**config.mk**
```make
export PLATFORM = sky130hd
export DESIGN_NAME = clock_set_controller_flat
export DESIGN_NICKNAME = d
export VERILOG_FILES = /design/src/rtl/clock_set_controller_if.sv /design/src/rtl/clock_set_controller.sv /design/src/flat_wrapper.sv
export SDC_FILE = /design/constraint.sdc
export NUM_CORES = 1
export LEC_CHECK = 0
export CAP_MARGIN = 30
export CORE_ASPECT_RATIO = 1.2
export CORE_UTILIZATION = 60
export CTS_CLUSTER_DIAMETER = 30
export DETAILED_ROUTE_END_ITERATION = 8
export PLACE_DENSITY = 0.77
export SYNTH_ARGS = -nofsm -noshare
export SYNTH_HDL_FRONTEND = slang
export SYNTH_SLANG_ARGS = --single-unit
```
**constraint.sdc**
```tcl
create_clock -name clk -period 3.81 [get_ports clk]
set_input_delay 0.381 -clock clk [delete_from_list [all_inputs] [get_ports clk]]
set_output_delay 0.381 -clock clk [all_outputs]
set_load 0.05 [all_outputs]
```
**src/rtl/clock_set_controller_if.sv**
```systemverilog
// Key, run-switch and datapath-control signals of the clock set controller.
// master: the controller; slave: the board keys plus the HH:MM:SS datapath.
interface clock_set_controller_if;
  logic       keyModeN;
  logic       keyUpN;
  logic       keyDownN;
  logic       runSw;
  logic       stepEn;
  logic       set;
  logic [1:0] sethms;
  logic [1:0] upDown;
  logic       blink;

  modport master (
    input  keyModeN, keyUpN, keyDownN, runSw,
    output stepEn, set, sethms, upDown, blink
  );

  modport slave (
    output keyModeN, keyUpN, keyDownN, runSw,
    input  stepEn, set, sethms, upDown, blink
  );
endinterface

```
**src/rtl/clock_set_controller.sv**
```systemverilog
// Run/set sequencer for the HH:MM:SS clock: key synchronise/debounce, mode FSM,
// 1 Hz prescaler, edit auto-repeat and field blink, all as registered outputs.
module clock_set_controller #(
  parameter int CLK_HZ              = 50_000_000,
  parameter int DEBOUNCE_CYCLES     = 1_000_000,
  parameter int REPEAT_DELAY_CYCLES = 25_000_000,
  parameter int REPEAT_RATE_CYCLES  = 5_000_000,
  parameter int BLINK_CYCLES        = 12_500_000
) (
  input logic                    clk,
  input logic                    rstN,
  clock_set_controller_if.master bus
);

  localparam int PW   = (CLK_HZ > 2) ? $clog2(CLK_HZ) : 1;
  localparam int DW   = (DEBOUNCE_CYCLES > 2) ? $clog2(DEBOUNCE_CYCLES) : 1;
  localparam int RMAX = (REPEAT_DELAY_CYCLES > REPEAT_RATE_CYCLES) ?
                        REPEAT_DELAY_CYCLES : REPEAT_RATE_CYCLES;
  localparam int RW   = (RMAX > 2) ? $clog2(RMAX) : 1;
  localparam int BW   = (BLINK_CYCLES > 2) ? $clog2(BLINK_CYCLES) : 1;
  localparam int KM   = 0;
  localparam int KU   = 1;
  localparam int KD   = 2;

  typedef enum logic [1:0] {RUN, SET_H, SET_M, SET_S} state_t;

  logic [2:0]    keyRaw, sync_p0, sync_p1, stable, press;
  logic [DW-1:0] dbCnt [3];

  state_t        state, stateN;
  logic [PW-1:0] pres, presN;
  logic [RW-1:0] rptCnt, rptCntN, rptLimit;
  logic          rptFirst, rptFirstN, armed, armedN;
  logic [BW-1:0] blinkCnt, blinkCntN;
  logic          blinkR, blinkN, stepR, stepN, setR, setN;
  logic [1:0]    hmsR, hmsN, udR, udN;
  logic          upHeld, downHeld;

  assign keyRaw = {bus.keyDownN, bus.keyUpN, bus.keyModeN};

  // Stage p0/p1: two-flop synchroniser, then per-key debounce and press pulse
  always_ff @(posedge clk or negedge rstN) begin
    if (!rstN) begin
      sync_p0 <= '1;
      sync_p1 <= '1;
      stable  <= '1;
      press   <= '0;
      for (int i = 0; i < 3; i++) dbCnt[i] <= '0;
    end else begin
      sync_p0 <= keyRaw;
      sync_p1 <= sync_p0;
      for (int i = 0; i < 3; i++) begin
        press[i] <= 1'b0;
        if (sync_p1[i] == stable[i]) begin
          dbCnt[i] <= '0;
        end else if (dbCnt[i] == DW'(DEBOUNCE_CYCLES - 1)) begin
          dbCnt[i]  <= '0;
          stable[i] <= sync_p1[i];
          press[i]  <= ~sync_p1[i];
        end else begin
          dbCnt[i] <= dbCnt[i] + 1'b1;
        end
      end
    end
  end

  assign upHeld   = ~stable[KU];
  assign downHeld = ~stable[KD];
  assign rptLimit = rptFirst ? RW'(REPEAT_DELAY_CYCLES - 1) : RW'(REPEAT_RATE_CYCLES - 1);

  always_comb begin
    stateN    = state;
    presN     = pres;
    rptCntN   = rptCnt;
    rptFirstN = rptFirst;
    armedN    = armed;
    stepN     = 1'b0;
    udN       = 2'b00;
    blinkN    = blinkR;
    blinkCntN = blinkCnt;
    hmsN      = 2'b11;
    setN      = 1'b0;

    if (press[KM]) begin
      // A mode press wins over any step decoded in the same cycle
      case (state)
        RUN:     stateN = SET_H;
        SET_H:   stateN = SET_M;
        SET_M:   stateN = SET_S;
        default: stateN = RUN;
      endcase
      presN     = '0;
      rptCntN   = '0;
      rptFirstN = 1'b1;
      armedN    = 1'b0;
    end else if (state == RUN) begin
      rptCntN = '0;
      armedN  = 1'b0;
      if (bus.runSw) begin
        if (pres == PW'(CLK_HZ - 1)) begin
          presN = '0;
          stepN = 1'b1;
        end else begin
          presN = pres + 1'b1;
        end
      end
    end else begin
      presN = '0;
      if (upHeld && downHeld) begin
        rptCntN = '0;
        armedN  = 1'b0;
      end else if (press[KU] || press[KD]) begin
        stepN     = 1'b1;
        udN       = press[KU] ? 2'b10 : 2'b01;
        rptCntN   = '0;
        rptFirstN = 1'b1;
        armedN    = 1'b1;
      end else if (armed && (upHeld || downHeld)) begin
        // Only keys pressed in the current state are armed for repeat
        if (rptCnt == rptLimit) begin
          stepN     = 1'b1;
          udN       = upHeld ? 2'b10 : 2'b01;
          rptCntN   = '0;
          rptFirstN = 1'b0;
        end else begin
          rptCntN = rptCnt + 1'b1;
        end
      end else begin
        rptCntN = '0;
        armedN  = 1'b0;
      end
    end

    case (stateN)
      SET_H:   hmsN = 2'b00;
      SET_M:   hmsN = 2'b01;
      SET_S:   hmsN = 2'b10;
      default: hmsN = 2'b11;
    endcase
    setN = (stateN != RUN);

    if (stateN == RUN) begin
      blinkN    = 1'b0;
      blinkCntN = '0;
    end else if (press[KM]) begin
      blinkN    = 1'b1;
      blinkCntN = '0;
    end else if (blinkCnt == BW'(BLINK_CYCLES - 1)) begin
      blinkN    = ~blinkR;
      blinkCntN = '0;
    end else begin
      blinkCntN = blinkCnt + 1'b1;
    end
  end

  // Stage p2: state and registered outputs
  always_ff @(posedge clk or negedge rstN) begin
    if (!rstN) begin
      state    <= RUN;
      pres     <= '0;
      rptCnt   <= '0;
      rptFirst <= 1'b1;
      armed    <= 1'b0;
      blinkCnt <= '0;
      blinkR   <= 1'b0;
      stepR    <= 1'b0;
      setR     <= 1'b0;
      hmsR     <= 2'b11;
      udR      <= 2'b00;
    end else begin
      state    <= stateN;
      pres     <= presN;
      rptCnt   <= rptCntN;
      rptFirst <= rptFirstN;
      armed    <= armedN;
      blinkCnt <= blinkCntN;
      blinkR   <= blinkN;
      stepR    <= stepN;
      setR     <= setN;
      hmsR     <= hmsN;
      udR      <= udN;
    end
  end

  assign bus.stepEn = stepR;
  assign bus.set    = setR;
  assign bus.sethms = hmsR;
  assign bus.upDown = udR;
  assign bus.blink  = blinkR;

endmodule

```
**src/flat_wrapper.sv**
```systemverilog
// flat-port wrapper written by rule: the top's interface ports become plain ports
module clock_set_controller_flat 
#(
  parameter int CLK_HZ              = 50_000_000,
  parameter int DEBOUNCE_CYCLES     = 1_000_000,
  parameter int REPEAT_DELAY_CYCLES = 25_000_000,
  parameter int REPEAT_RATE_CYCLES  = 5_000_000,
  parameter int BLINK_CYCLES        = 12_500_000
)
  (clk, rstN, bus_keyModeN, bus_keyUpN, bus_keyDownN, bus_runSw, bus_stepEn, bus_set, bus_sethms, bus_upDown, bus_blink);
  clock_set_controller_if bus_i ();
  input logic clk;
  input logic rstN;
  input wire logic [$bits(bus_i.keyModeN)-1:0] bus_keyModeN;
  input wire logic [$bits(bus_i.keyUpN)-1:0] bus_keyUpN;
  input wire logic [$bits(bus_i.keyDownN)-1:0] bus_keyDownN;
  input wire logic [$bits(bus_i.runSw)-1:0] bus_runSw;
  output wire logic [$bits(bus_i.stepEn)-1:0] bus_stepEn;
  output wire logic [$bits(bus_i.set)-1:0] bus_set;
  output wire logic [$bits(bus_i.sethms)-1:0] bus_sethms;
  output wire logic [$bits(bus_i.upDown)-1:0] bus_upDown;
  output wire logic [$bits(bus_i.blink)-1:0] bus_blink;
  assign bus_i.keyModeN = bus_keyModeN;
  assign bus_i.keyUpN = bus_keyUpN;
  assign bus_i.keyDownN = bus_keyDownN;
  assign bus_i.runSw = bus_runSw;
  assign bus_stepEn = bus_i.stepEn;
  assign bus_set = bus_i.set;
  assign bus_sethms = bus_i.sethms;
  assign bus_upDown = bus_i.upDown;
  assign bus_blink = bus_i.blink;
  clock_set_controller #(.CLK_HZ(CLK_HZ), .DEBOUNCE_CYCLES(DEBOUNCE_CYCLES), .REPEAT_DELAY_CYCLES(REPEAT_DELAY_CYCLES), .REPEAT_RATE_CYCLES(REPEAT_RATE_CYCLES), .BLINK_CYCLES(BLINK_CYCLES)) u_core (.clk(clk), .rstN(rstN), .bus(bus_i));
endmodule
```
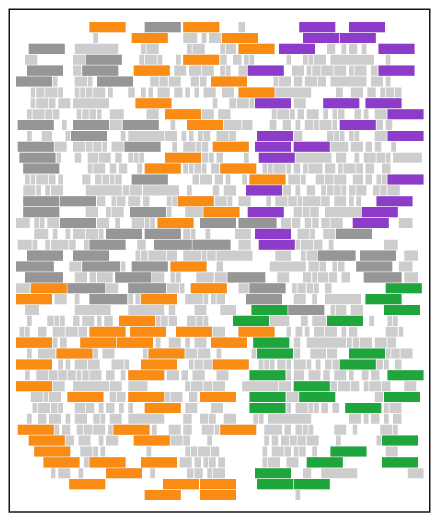
Figure 1: sequential cells grouped by signal name.
Scale: 4 px per um. Other sequential cells in the stronger gray, the rest of the logic in the fainter gray.
legend:
  u_core.dbCnt:
    color: orange
    sequential_cells: 60
  u_core.rptCnt:
    color: green
    sequential_cells: 25
  u_core.pres:
    color: purple
    sequential_cells: 26
not colored: 47

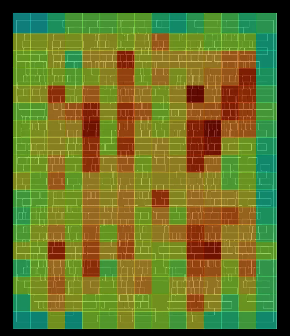
Figure 2: track usage over the die.
average wire per standard cell: 14.9 um
peak-usage layer in the global routing report: met2

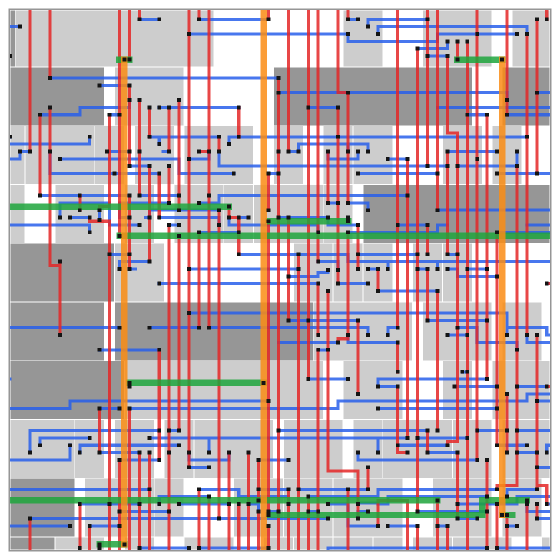
Figure 3: a small window of the routed layout.
Region (66, 81) to (91, 106) um. Cells in gray, sequential cells in the stronger gray; small squares are vias.
legend:
  M3:
    color: green
  M4:
    color: orange
  M2:
    color: red
  M1:
    color: blue
netlist names of flops here include: u_core.pres (5)
cells with their middle in the window: 56
most frequent: nor2_1 (10), xnor2_1 (7), nand3_1 (6)
sequential cells in the window: 5

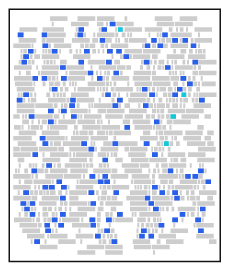
Figure 4: gate families picked out.
Scale: 2 px per um.
legend:
  xor and xnor cells:
    color: blue
    cells: 120
    where: all over the die
  non-inverting ao/oa cells:
    color: cyan
    cells: 4

==> flow_metrics.rpt <==
PHYSICAL IMPLEMENTATION REPORT
----------------------------------------------------
[Outcome]
  Result of the run ........................ finished clean

[Flow run]
  # Max-Cap Violations ........................ 0

[Layout]
  Fraction of standard cell area in multi-input logic ........................ 41.0%
  Synth-to-Final Area Change ........................ 11.5%
  Layout clock buffers ........................ 21
  Proportion of cell area occupied by registers ........................ 46.8%
  Area occupied by multi-input gates ........................ 0.00348 mm^2
  Layout Nets ........................ 801
  Antenna cells ........................ 0
  Seq_cells ........................ 158
  Multi-Input Combinational ........................ 574
  Footprint of the flip-flops and latches ........................ 0.00397 mm^2
  Fillers ........................ 977
  Most instantiated logic cell after routing ........................ sky130_fd_sc_hd__nor2_1
  Ratio of cells with drive above 1 in the final layout ........................ 7.26%
  Area share of buffers outside the clock network ........................ 1.82%
  Most frequent cells in the layout ........................ sky130_fd_sc_hd__nor2_1, sky130_fd_sc_hd__dfrtp_1, sky130_fd_sc_hd__xor2_1
  Inverter tally of the final layout excluding the clock network ........................ 20

[Power]
  Share of power burned in the clock network ........................ 47.5%
  Clock Power ........................ 1.71 mW
  Power group with the highest consumption ........................ sequential cells
  Internal power contribution ........................ 2.82 mW
  Comb group ........................ 0.124 mW
  Switching power ........................ 0.780 mW
  Combinational share of power ........................ 3.4%
  Sequential share of power ........................ 49.1%
  Post-route total power ........................ 3.60 mW
  Power Dens Cells ........................ 425 mW/mm^2
  Worst IR Drop VDD ........................ 0.259 mV

[Clock network]
  Clock tree from TritonCTS ........................ done
  Worst-path clk slew ........................ 0.06 ns
  TritonCTS Buffers ........................ 17
  Resized cells post-CTS ........................ 0
  Cell at the root of the clock tree ........................ sky130_fd_sc_hd__clkbuf_16
  Later-pin clock latency in the skew report ........................ 0.43 ns
  Number of sinks on the clock net ........................ 158
  Number of levels in the clock H-tree ........................ 4
  Number of buffers inserted by post-CTS setup repair ........................ 0
  Count of hold-fix buffers inserted at cts ........................ 0

[Die]
  Share of the core filled by cells before placement ........................ 62.2%
  Count of inserted tapcells ........................ 161
  Die boundary height ........................ 125 um
  I/O pin count ........................ 13
  Die Area ........................ 0.0131 mm^2

[Logic synthesis]
  Seq/Total Area, Yosys ........................ 52.2%
  Yosys Chip Area ........................ 0.00760 mm^2
  Combined area of all synthesized cells ........................ 0.00760 mm^2
  Yosys warnings ........................ 0
  Number of enable flip-flop cells ........................ 0
  Most used DFF post-synth ........................ sky130_fd_sc_hd__dfrtp_1
  Number of standard cells reported by yosys ........................ 769
  Number of nets at floorplan ........................ 784
  Cell count after synthesis ........................ 769

[Routing]
  Violation count after the first detailed-route iteration ........................ 395
  DRT Pass-1 Iters ........................ 4
  Post-Route M1 WL ........................ 6.42 mm
  Total Routed Length ........................ 14.3 mm
  Number of remaining DRC errors ........................ 0
  Routed met2 length ........................ 7.14 mm
  Via count of the routed design ........................ 5,464
  Number of nets with antenna violations after detailed routing ........................ 0
  Highest metal used ........................ met4

[Placed design]
  Worst setup timing slack at the placement stage ........................ 1.22 ns
  PortBufs ........................ 12
  Final HPWL from detailed placement ........................ 9.36 mm
  Last weighted congestion value of the routability-driven placer ........................ 0.854

[Global route]
  Pin count of the biggest net entering global routing ........................ 101
  Grt met3 use ........................ 4.07%
  Wire length of the first global-routing pass ........................ 25.3 mm
  Met2 layer usage reported by global route ........................ 39.9%
  Met1 layer usage reported by global route ........................ 30.7%
  Grt ovf ........................ 0
  Global-route total usage across every layer ........................ 24.1%

[Timing]
  Fmax ........................ 388 MHz
  Setup Total Neg Slack ........................ 0 ns
  Period utilisation layout ........................ 67.6%
  Rel. slew slack ........................ 34.7%
  Slew at the pin closest to its max-slew limit ........................ 0.971 ns
  Final number of setup-violating endpoints ........................ 0
  Final clock skew ........................ 0.0122 ns
  Number of pins with negative max-slew slack in the final report ........................ 0
  Post-route minimum period ........................ 2.58 ns
  Crit path setup slack, layout ........................ 1.23 ns
  Final Hold Viols ........................ 0

[Worst setup path]
  R2R Setup Slk ........................ 1.23 ns
  Buf+Inv Stages, Crit Path ........................ 0
  Library cell contributing the largest single delay on the critical path ........................ sky130_fd_sc_hd__or4b_1
  Critical path required time ........................ 4.08 ns
  Destination of the critical timing path ........................ u_core.rptCnt[9]
  CP cell instances ........................ or4_1 -> or4_4 -> a211oi_1 -> or4b_1 -> nor2_1
  Setup CP Type ........................ flop to flop
  Critical path arrival ........................ 2.84 ns
  Delay contributed by the slowest stage of the critical path ........................ 0.66 ns
  CP Capture Type ........................ flop
  Beginning of the critical path ........................ u_core.rptCnt[7]
  Worst-case reg-to-reg path depth ........................ 5
  Stages on the worst setup path ........................ 5

[Min path]
  Min-delay worst type ........................ input pin to asynchronous set/reset pin

----------------------------------------------------
[state kept, by name, indices dropped and copies added (netlist names)]
name               count
u_core.armed           1
u_core.blinkCnt       24
u_core.bus.blink       1
u_core.bus.set         1
u_core.bus.sethms      2
u_core.bus.stepEn      1
u_core.bus.upDown      2
u_core.dbCnt          60
u_core.pres           26
u_core.press           3
u_core.rptCnt         25
u_core.rptFirst        1
u_core.stable          3
u_core.state           2
u_core.sync_p0         3
u_core.sync_p1         3
[kinds of logic after synthesis]
kind of cell    synth area share (%)
simple gates                    26.8
flops                           52.2
xor+xnor                        13.8
buf+inv                         2.14
compound gates                  3.03
fa+ha+maj                       1.48
mux                            0.592
[per-stage QoR]
step	std cells	utilization (%)	hold WS (ns)
2_1_floorplan	769	-	0.0854
3_3_place_gp	927	64.4	0.347
3_5_place_dp	928	64.5	0.347
4_1_cts	960	69.4	0.0919
5_1_grt	960	69.4	0.119
6_report	960	69.4	0.0249
[cells in the mapped netlist (all sizes together), types with 3 or more instances]
cell type / instances / area (um^2)
nor2: 149 / 559
dfrtp: 146 / 3650
xor2: 74 / 648
nand2: 59 / 221
nand3: 57 / 285
xnor2: 46 / 403
nand4: 33 / 206
nor3: 23 / 120
and3: 21 / 131
inv: 20 / 75.1
and4: 12 / 105
clkbuf: 12 / 45.0
dfstp: 12 / 315
a21oi: 9 / 45.0
ha: 9 / 113
nor4: 9 / 62.6
o21ai: 8 / 43.8
nor4b: 7 / 61.3
or3: 7 / 43.8
nand4b: 6 / 52.6
and2: 5 / 31.3
buf: 5 / 42.5
mux2: 4 / 45.0
nand2b: 4 / 25.0
or4: 4 / 33.8
a31oi: 3 / 18.8
nor3b: 3 / 22.5
Power and IR drop assume default switching activity.
